`src/rtl/cic_int_n5.sv`:
```
// Five-stage interpolating CIC (differential delay 2): input-rate comb, zero-stuffer, output-rate integrators.
// Optional drop counter port drop_cnt is enabled by defining CIC_INT_DROP_CNT_EN.
module cic_int_n5 #(
    parameter int INPUT_WIDTH  = 15,
    parameter int OUTPUT_WIDTH = 35,
    parameter int INTERP_RATE  = 12
) (
    input  logic                           clk,
    input  logic                           rst,
    input  logic                           nd,
    input  logic signed [INPUT_WIDTH-1:0]  din,
    output logic                           in_ready,
    output logic signed [OUTPUT_WIDTH-1:0] dout,
    output logic                           rdy
`ifdef CIC_INT_DROP_CNT_EN
    ,
    output logic [7:0]                     drop_cnt
`endif
);

    localparam int        OW         = OUTPUT_WIDTH;
    localparam int        IW         = INPUT_WIDTH;
    localparam logic [7:0] LAST_PHASE = 8'(INTERP_RATE - 1);
    localparam logic [0:0] IDLE       = 1'b0;
    localparam logic [0:0] STUFF      = 1'b1;

    logic                 state_q, state_d;
    logic [7:0]           phase_q, phase_d;
    logic                 up_valid_q, up_valid_d;
    logic signed [OW-1:0] up_data_q, up_data_d;
    logic                 rdy_q;
    logic                 accept;
    logic                 last_phase;
    logic signed [OW-1:0] din_ext;

    logic signed [OW-1:0] x_q    [1:5];
    logic signed [OW-1:0] x_d1_q [1:5];
    logic signed [OW-1:0] x_dd_q [1:5];
    logic signed [OW-1:0] diff   [1:5];
    logic signed [OW-1:0] comb_out_q;
    logic signed [OW-1:0] integ_q [1:5];

    assign din_ext    = {{(OW - IW){din[IW-1]}}, din};
    assign last_phase = (phase_q == LAST_PHASE);
    assign in_ready   = (state_q == IDLE) || last_phase;
    assign accept     = nd && in_ready;

    // Delay-2 difference of each comb stage feeds the next stage.
    for (genvar gi = 1; gi <= 5; gi++) begin : g_diff
        assign diff[gi] = x_q[gi] - x_dd_q[gi];
    end

    always_ff @(posedge clk) begin
        if (rst) begin
            for (int k = 1; k <= 5; k++) begin
                x_q[k]    <= '0;
                x_d1_q[k] <= '0;
                x_dd_q[k] <= '0;
            end
            comb_out_q <= '0;
        end else if (accept) begin
            x_q[1] <= din_ext;
            for (int k = 2; k <= 5; k++) begin
                x_q[k] <= diff[k-1];
            end
            for (int k = 1; k <= 5; k++) begin
                x_d1_q[k] <= x_q[k];
                x_dd_q[k] <= x_d1_q[k];
            end
            comb_out_q <= diff[5];
        end
    end

    // Zero-stuffer: comb sample on phase 0, zeros for the remaining phases.
    always_comb begin
        state_d    = state_q;
        phase_d    = phase_q;
        up_valid_d = 1'b0;
        up_data_d  = '0;
        case (state_q)
            IDLE: begin
                if (accept) begin
                    state_d = STUFF;
                    phase_d = '0;
                end
            end
            default: begin
                up_valid_d = 1'b1;
                if (phase_q == 8'd0) begin
                    up_data_d = comb_out_q;
                end
                if (last_phase) begin
                    phase_d = '0;
                    if (!accept) begin
                        state_d = IDLE;
                    end
                end else begin
                    phase_d = phase_q + 8'd1;
                end
            end
        endcase
    end

    always_ff @(posedge clk) begin
        if (rst) begin
            state_q    <= IDLE;
            phase_q    <= '0;
            up_valid_q <= 1'b0;
            up_data_q  <= '0;
        end else begin
            state_q    <= state_d;
            phase_q    <= phase_d;
            up_valid_q <= up_valid_d;
            up_data_q  <= up_data_d;
        end
    end

    always_ff @(posedge clk) begin
        if (rst) begin
            for (int k = 1; k <= 5; k++) begin
                integ_q[k] <= '0;
            end
            rdy_q <= 1'b0;
        end else begin
            rdy_q <= up_valid_q;
            if (up_valid_q) begin
                integ_q[1] <= integ_q[1] + up_data_q;
                for (int k = 2; k <= 5; k++) begin
                    integ_q[k] <= integ_q[k-1] + integ_q[k];
                end
            end
        end
    end

    assign dout = integ_q[5];
    assign rdy  = rdy_q;

`ifdef CIC_INT_DROP_CNT_EN
    logic [7:0] drop_cnt_q;

    always_ff @(posedge clk) begin
        if (rst) begin
            drop_cnt_q <= '0;
        end else if (nd && !in_ready && (drop_cnt_q != 8'hFF)) begin
            drop_cnt_q <= drop_cnt_q + 8'd1;
        end
    end

    assign drop_cnt = drop_cnt_q;
`endif

endmodule

```
`config.mk`:
```
export PLATFORM = sky130hd
export DESIGN_NAME = cic_int_n5
export DESIGN_NICKNAME = d
export VERILOG_FILES = /design/src/rtl/cic_int_n5.sv
export SDC_FILE = /design/constraint.sdc
export NUM_CORES = 2
export LEC_CHECK = 0
export ABC_AREA = 1
export CORE_ASPECT_RATIO = 2
export CORE_MARGIN = 2
export CORE_UTILIZATION = 40
export DETAILED_ROUTE_END_ITERATION = 6
export PLACE_DENSITY = 0.59
export SLEW_MARGIN = 25
export SYNTH_ARGS = -nofsm -noshare
export SYNTH_HDL_FRONTEND = slang
export SYNTH_SLANG_ARGS = --single-unit
export TNS_END_PERCENT = 1
```
`constraint.sdc`:
```
create_clock -name clk -period 21.1 [get_ports clk]
set_input_delay 5.275 -clock clk [delete_from_list [all_inputs] [get_ports clk]]
set_output_delay 5.275 -clock clk [all_outputs]
set_load 0.02 [all_outputs]
```
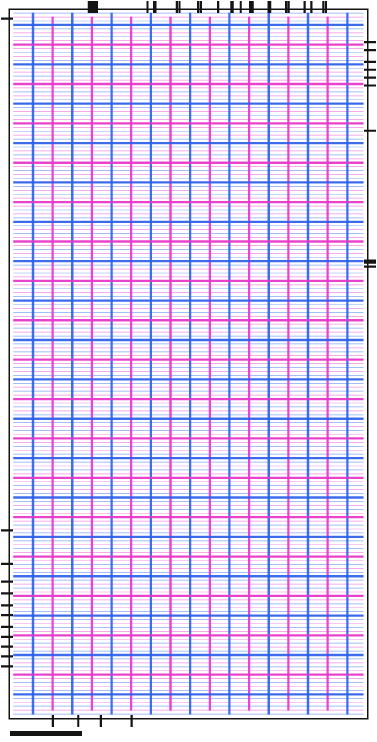
power_grid.png
Scale bar: 50 um. Pins as bars on the die edge.
VDD -> magenta
VSS -> blue
met4 straps = 17
rows = 178
met5 straps = 35
signal pins = 55
met1 rails = 179

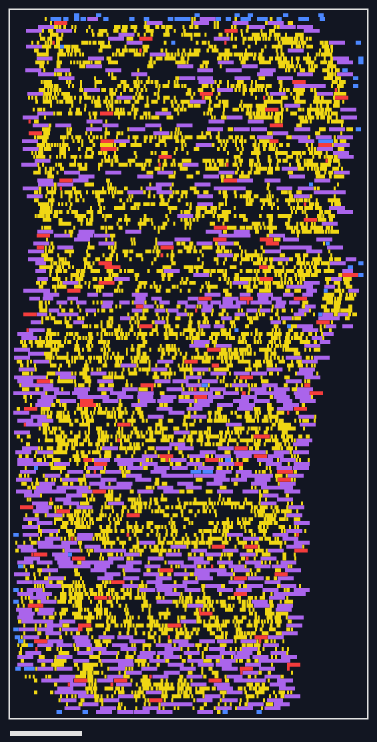
placement_by_type.png
Scale bar: 50 um.
remaining buffers and delay cells -> blue  # cells 69, share of their area 1.4%
sequential cells -> purple  # cells 721, share of their area 42%
clock drivers and dummy loads -> red  # cells 135, share of their area 4.8%
combinational and other logic -> yellow  # cells 5303, share of their area 52%

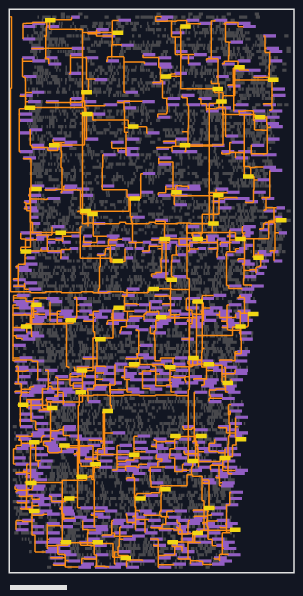
clk_routes.png
Scale bar: 50 um.
clock drivers -> yellow  # count 74
clock wires -> orange  # length 11300 um
flip-flops -> purple  # count 721
routed clock nets = 75
flops lie = widely spread

==> results_dict.tcl <==
# collected from the flow reports
set metrics [dict create \
    status "finished clean" \
    synth_area_per_cell_sq_um 7.66 \
    layout.cells.most_common_list "1348 x sky130_fd_sc_hd__nand2_1, 1100 x sky130_fd_sc_hd__nor2_1, 997 x sky130_fd_sc_hd__inv_1, 640 x sky130_fd_sc_hd__edfxtp_1, 573 x sky130_fd_sc_hd__a21oi_1" \
    die_w_um 247 \
    placed_cells_incl_taps 7623 \
    design_power_total_w 0.00401 \
    netlist_instances 6140 \
    grt_overflow_total 0 \
    slew_headroom 0.191 \
    detailroute.wirelength.met3_um 10900 \
    rsz0062_at_grt "no" \
    final-setup-viol-count 0 \
    post-synth-top-area-cell "sky130_fd_sc_hd__edfxtp_1" \
    clock_tree.root_cell "sky130_fd_sc_hd__clkbuf_16" \
    drt_pre_antenna_iters 6 \
    synth.ff_latch_count 721 \
    maxClockFrequency_mhz 111 \
    finalHoldViolations 0 \
    worstPathArrival_ns 9.31 \
    leakage_nw 22.8 \
    number_of_ports_placed_on_the_die_boundary 55 \
    cp_max_fo 174 \
    number_of_buffers_created_by_cts 74 \
    final_antenna_net_count 0 \
    synth.yosys.seq_area_share 0.443 \
    drtIter0Drc 4172 \
    die.size.y_um 489 \
    cts-resized-gates 0 \
    nFillCells 12000 \
    drive_gt1_frac 0.0376 \
    met1_length_um 66200 \
    finalWeightedCongestion 0.946 \
    clock_insertion_delay_worst_skew_ns 0.70 \
    cellInternalPower_w 0.00269 \
    place_hpwl_um 98500 \
    period_used_share 0.427 \
    finalCriticalPeriod_ns 9.02 \
    post_cts_setup_buffers 0 \
    grt_pass1_vias 36400 \
    post_synth_arst_share 0 \
    cts.htree.levels 3 \
    top_cells_by_area "sky130_fd_sc_hd__edfxtp_1 41%, sky130_fd_sc_hd__nand2_1 11%, sky130_fd_sc_hd__nor2_1 8.8%" \
    postPlaceCellArea_sq_um 49000 \
    critical_path.startpoint_type "primary input" \
    switching_share 0.330 \
]
[metrics by stage]
step	worst slack [ns]	hold slack, ns	util
5_1_grt	11.87	0.455	0.439
2_1_floorplan	1.76	0.408	-
3_5_place_dp	11.50	0.422	0.418
3_3_place_gp	11.68	0.419	0.418
6_report	12.08	0.429	0.439
4_1_cts	12.25	0.429	0.439
[area by class of cell]
class                      instances  area, sq um  share of cell area
clock inverter                    43          378             0.00735
multi-input combinational       4305        21800               0.424
antenna                            1         2.50           0.0000487
inverter                         998         3750              0.0730
timing repair buffer              69          706              0.0137
clock buffer                      92         2010              0.0392
sequential                       721        20800               0.405
tap                             1530         1910              0.0372
[per-layer routing]
| layer | vias up | GRT usage |
|---|---|---|
| met5 | - | 0 |
| met4 | 0 | 0.0457 |
| met3 | 107 | 0.0453 |
| met2 | 1170 | 0.295 |
| met1 | 18300 | 0.342 |
| li1 | 20000 | - |
[power groups by stage]
stage / combinational, W / clock (W) / sequential (W)
after floorplan: 0.000686 / 0 / 0.00177
after global placement: 0.000911 / 0 / 0.00177
after detailed placement: 0.000918 / 0 / 0.00177
after CTS: 0.000924 / 0.00138 / 0.00174
after global routing: 0.00107 / 0.00142 / 0.00175
final: 0.000936 / 0.00134 / 0.00174
[worst max-delay path: stages]
cell	delay [ns]
sky130_fd_sc_hd__clkdlybuf4s50_1	0.81
sky130_fd_sc_hd__inv_1	0.30
sky130_fd_sc_hd__nand2_4	0.30
sky130_fd_sc_hd__buf_4	0.65
sky130_fd_sc_hd__buf_12	0.54
sky130_fd_sc_hd__buf_4	0.95
[kinds of logic after synthesis]
| logic type | count (synthesis) | synth area share |
|---|---|---|
| and+or+nand+nor | 2922 | 0.250 |
| buffers and inverters | 1114 | 0.0947 |
| AOI/OAI and AO/OA | 1013 | 0.114 |
| DFF | 721 | 0.443 |
| adders and majority gates | 339 | 0.0927 |
| xor gates and xnor gates | 31 | 0.00577 |
[state kept, by name, indices dropped and copies added (netlist names)]
| name | cells |
|---|---|
| up_data_q | 35 |
| x_dd_q | 155 |
| integ_q | 175 |
| comb_out_q | 35 |
| state_q | 1 |
| phase_q | 8 |
| up_valid_q | 1 |
| x_q | 155 |
| x_d1_q | 155 |
| rdy | 1 |
[path summary, 6_finish.rpt]
check                                    start              to  slack (ns)  depth (start not counted)
worst max-delay path                       rst  x_dd_q[0][120]       12.08                          6
worst min-delay path            comb_out_q[29]   up_data_q[29]        0.43                          2
worst max register to register      phase_q[1]  x_dd_q[0][120]       16.76                          8
worst min register to register  comb_out_q[29]   up_data_q[29]        0.43                          2
